===== config.mk =====
export PLATFORM = sky130hd
export DESIGN_NAME = four_digit_scanner_flat
export DESIGN_NICKNAME = d
export VERILOG_FILES = /design/src/rtl/four_digit_scanner_pkg.sv /design/src/rtl/four_digit_scanner_if.sv /design/src/rtl/four_digit_scanner_refresh_counter.sv /design/src/rtl/four_digit_scanner.sv /design/src/flat_wrapper.sv
export SDC_FILE = /design/constraint.sdc
export NUM_CORES = 1
export LEC_CHECK = 0
export CORE_ASPECT_RATIO = 0.6
export CORE_MARGIN = 4
export CORE_UTILIZATION = 50
export CTS_CLUSTER_DIAMETER = 30
export DETAILED_ROUTE_END_ITERATION = 16
export PLACE_DENSITY = 0.72
export SLEW_MARGIN = 20
export SYNTH_ARGS = -nofsm -noshare
export SYNTH_HDL_FRONTEND = slang
export SYNTH_SLANG_ARGS = --single-unit

===== constraint.sdc =====
create_clock -name clk -period 8.6 [get_ports clk]
set_input_delay 1.29 -clock clk [delete_from_list [all_inputs] [get_ports clk]]
set_output_delay 1.29 -clock clk [all_outputs]
set_load 0.005 [all_outputs]

===== src/rtl/four_digit_scanner_pkg.sv =====
// Shared constants and types for the seven-segment scanner.
package seg_pkg;

    localparam int unsigned DIGITS   = 4;
    localparam int unsigned NIBBLE_W = 4;
    localparam logic [3:0]  AN_OFF   = 4'b1111;

    typedef enum logic {
        SLOT_BLANK,
        SLOT_DRIVE
    } slot_t;

    // Bit d set means digit d is a leading zero and must stay dark.
    function automatic logic [DIGITS-1:0] lz_mask(input logic [DIGITS*NIBBLE_W-1:0] v);
        lz_mask    = '0;
        lz_mask[3] = (v[15:12] == 4'h0);
        lz_mask[2] = (v[15:8]  == 8'h00);
        lz_mask[1] = (v[15:4]  == 12'h000);
    endfunction

endpackage


===== src/rtl/four_digit_scanner_if.sv =====
// Load/display bundle between the value source and the scanner.
interface four_digit_scanner_if;

    logic                                         load;
    logic [seg_pkg::DIGITS*seg_pkg::NIBBLE_W-1:0] value;
    logic                                         blank_lz;
    logic [seg_pkg::NIBBLE_W-1:0]                 char;
    logic [seg_pkg::DIGITS-1:0]                   an;
    logic                                         pending;
    logic                                         frame_done;

    modport master (
        output load, value, blank_lz,
        input  char, an, pending, frame_done
    );

    modport slave (
        input  load, value, blank_lz,
        output char, an, pending, frame_done
    );

endinterface


===== src/rtl/four_digit_scanner_refresh_counter.sv =====
// Slot timer: counts 0..CLK_DIV-1 and flags the wrap cycle.
module refresh_counter #(
    parameter int unsigned CLK_DIV = 50000
) (
    input  logic                       clk,
    input  logic                       reset,
    output logic [$clog2(CLK_DIV)-1:0] cnt_next_o,
    output logic                       wrap_o
);

    localparam int unsigned CW = $clog2(CLK_DIV);

    logic [CW-1:0] cnt_q;
    logic [CW-1:0] cnt_d;

    // Next count and wrap strobe.
    always_comb begin
        wrap_o = (cnt_q == CW'(CLK_DIV - 1));
        cnt_d  = wrap_o ? '0 : cnt_q + 1'b1;
    end

    // Count register.
    always_ff @(posedge clk) begin
        if (reset) cnt_q <= '0;
        else       cnt_q <= cnt_d;
    end

    assign cnt_next_o = cnt_d;

endmodule


===== src/rtl/four_digit_scanner.sv =====
// Four-digit common-anode display scanner with frame-synchronous value updates.
module four_digit_scanner
    import seg_pkg::*;
#(
    parameter int unsigned CLK_DIV     = 50000,
    parameter int unsigned DEAD_CYCLES = 64
) (
    input  logic                 clk,
    input  logic                 reset,
    four_digit_scanner_if.slave  bus
);

    localparam int unsigned CW = $clog2(CLK_DIV);

    logic [CW-1:0] cnt_d;
    logic          wrap;
    logic          boundary;
    slot_t         slot_d;
    logic [3:0]    blanked;

    logic [1:0]    idx_q, idx_d;
    logic [15:0]   shown_q, shown_d;
    logic [15:0]   pend_val_q, pend_val_d;
    logic          pend_vld_q, pend_vld_d;

    logic [3:0]    char_q, char_d;
    logic [3:0]    an_q, an_d;
    logic          pending_q, pending_d;
    logic          frame_done_q, frame_done_d;

    refresh_counter #(.CLK_DIV(CLK_DIV)) u_refresh (
        .clk        (clk),
        .reset      (reset),
        .cnt_next_o (cnt_d),
        .wrap_o     (wrap)
    );

    // Digit index, displayed value and pending-load bookkeeping.
    always_comb begin
        boundary   = wrap && (idx_q == 2'd3);
        idx_d      = wrap ? idx_q + 2'd1 : idx_q;
        shown_d    = shown_q;
        pend_val_d = pend_val_q;
        pend_vld_d = pend_vld_q;
        if (boundary) begin
            // A load landing on the boundary edge bypasses the pending slot.
            pend_vld_d = 1'b0;
            if (bus.load)        shown_d = bus.value;
            else if (pend_vld_q) shown_d = pend_val_q;
        end else if (bus.load) begin
            pend_val_d = bus.value;
            pend_vld_d = 1'b1;
        end
    end

    // Registered outputs, derived from the post-edge state.
    always_comb begin
        slot_d       = (32'(cnt_d) < DEAD_CYCLES) ? SLOT_BLANK : SLOT_DRIVE;
        blanked      = bus.blank_lz ? lz_mask(shown_d) : '0;
        char_d       = shown_d[{idx_d, 2'b00} +: 4];
        an_d         = AN_OFF;
        if (slot_d == SLOT_DRIVE && !blanked[idx_d])
            an_d = ~(4'b0001 << idx_d);
        pending_d    = pend_vld_d;
        frame_done_d = boundary;
    end

    // State and output registers.
    always_ff @(posedge clk) begin
        if (reset) begin
            idx_q        <= '0;
            shown_q      <= '0;
            pend_val_q   <= '0;
            pend_vld_q   <= 1'b0;
            char_q       <= '0;
            an_q         <= AN_OFF;
            pending_q    <= 1'b0;
            frame_done_q <= 1'b0;
        end else begin
            idx_q        <= idx_d;
            shown_q      <= shown_d;
            pend_val_q   <= pend_val_d;
            pend_vld_q   <= pend_vld_d;
            char_q       <= char_d;
            an_q         <= an_d;
            pending_q    <= pending_d;
            frame_done_q <= frame_done_d;
        end
    end

    assign bus.char       = char_q;
    assign bus.an         = an_q;
    assign bus.pending    = pending_q;
    assign bus.frame_done = frame_done_q;

endmodule


===== src/flat_wrapper.sv =====
// flat-port wrapper written by rule: the top's interface ports become plain ports
module four_digit_scanner_flat import seg_pkg::*;
#(
    parameter int unsigned CLK_DIV     = 50000,
    parameter int unsigned DEAD_CYCLES = 64
)
  (clk, reset, bus_load, bus_value, bus_blank_lz, bus_char, bus_an, bus_pending, bus_frame_done);
  four_digit_scanner_if bus_i ();
  input  logic clk;
  input  logic reset;
  input wire logic [$bits(bus_i.load)-1:0] bus_load;
  input wire logic [$bits(bus_i.value)-1:0] bus_value;
  input wire logic [$bits(bus_i.blank_lz)-1:0] bus_blank_lz;
  output wire logic [$bits(bus_i.char)-1:0] bus_char;
  output wire logic [$bits(bus_i.an)-1:0] bus_an;
  output wire logic [$bits(bus_i.pending)-1:0] bus_pending;
  output wire logic [$bits(bus_i.frame_done)-1:0] bus_frame_done;
  assign bus_i.load = bus_load;
  assign bus_i.value = bus_value;
  assign bus_i.blank_lz = bus_blank_lz;
  assign bus_char = bus_i.char;
  assign bus_an = bus_i.an;
  assign bus_pending = bus_i.pending;
  assign bus_frame_done = bus_i.frame_done;
  four_digit_scanner #(.CLK_DIV(CLK_DIV), .DEAD_CYCLES(DEAD_CYCLES)) u_core (.clk(clk), .reset(reset), .bus(bus_i));
endmodule

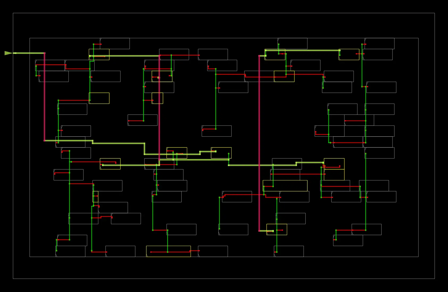
**Above:** clock routing.
clk latency late pin: 0.34 ns
cts bufs inserted: 9
CLK BUF: 13
Clock Skew: 0.007121 ns
CTS Sinks: 60

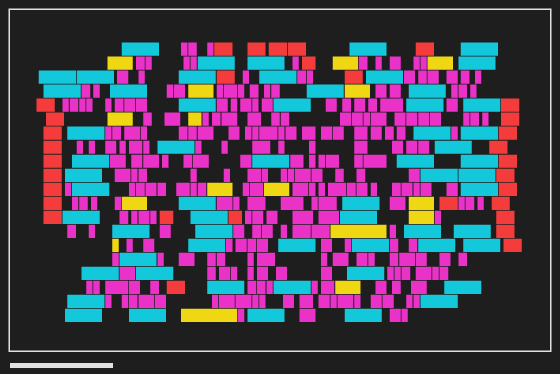
**Above:** placed cells, one colour a class.
Bar = 20 µm.
- cyan: registers (cells 60; share of their area 37%)
- magenta: remaining logic cells (cells 273; share of their area 47%)
- red: remaining buffers and delay cells (cells 32; share of their area 9.6%)
- yellow: clock drivers and dummy loads (cells 16; share of their area 7.2%)

==> run summary <==
run metrics: GPL Wtd Cong 0.9160, WP buf/inv 2, most numerous logic cell after layout dfxtp_1, via-per-instance ratio 5.902, final setup TNS 0 ns, Synth Area per Inst 7.961 µm², Crit Path Category in2reg, cycle use final 0.4973, DP Wirelength 5.021 mm, worst slew pin tran 0.7634 ns, Reg power frac 0.461, Synth Net Count 375, Leakage 1.210 nW, Setup crit end u_core.bus.an[1], clk root buf clkbuf_8, Mux cell area share 0.01469, met3 Use GR 0.07805, Post-Route WL 7.198 mm, htree depth 3, # IOs 30, outcome complete, no violations, Seq cells 60, fill count 473, comb_multi_in 263, Sequential Area 1201 µm², first-pass GRT wire length 11.90 mm, most frequent cells in the layout dfxtp_1 (60), nor2_1 (48), nand2_1 (45), P&R area growth vs syn 19.46%, via count 2638, top cells by count dfxtp_1 (60), nor2_1 (49), nand2_1 (45), P_comb 0.0000428 W, top sig layer met4, Die ar. 6923 µm², wl on met1 3.738 mm, Placed Cells 431, inverters 10, # setup viols final 0, number of global-route vias before repair 2336, Placement Cell Area 3120 µm², Gate Area 1486 µm², unrepaired setup endpoints after global routing false, CTS Hold Bufs 0, adder and majority gate portion of the synthesized area 0.008905
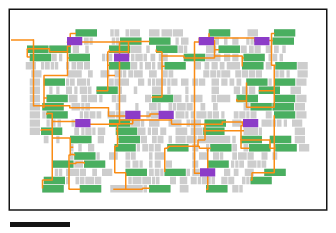
**Above:** clock wires, drivers and flops.
Bar = 20 µm.
- purple: clock-net drivers (count 9)
- green: flip-flops (count 60)
- orange: clock wires (length 733 µm)
- flops lie: all over the die

Power and IR drop assume default switching activity.
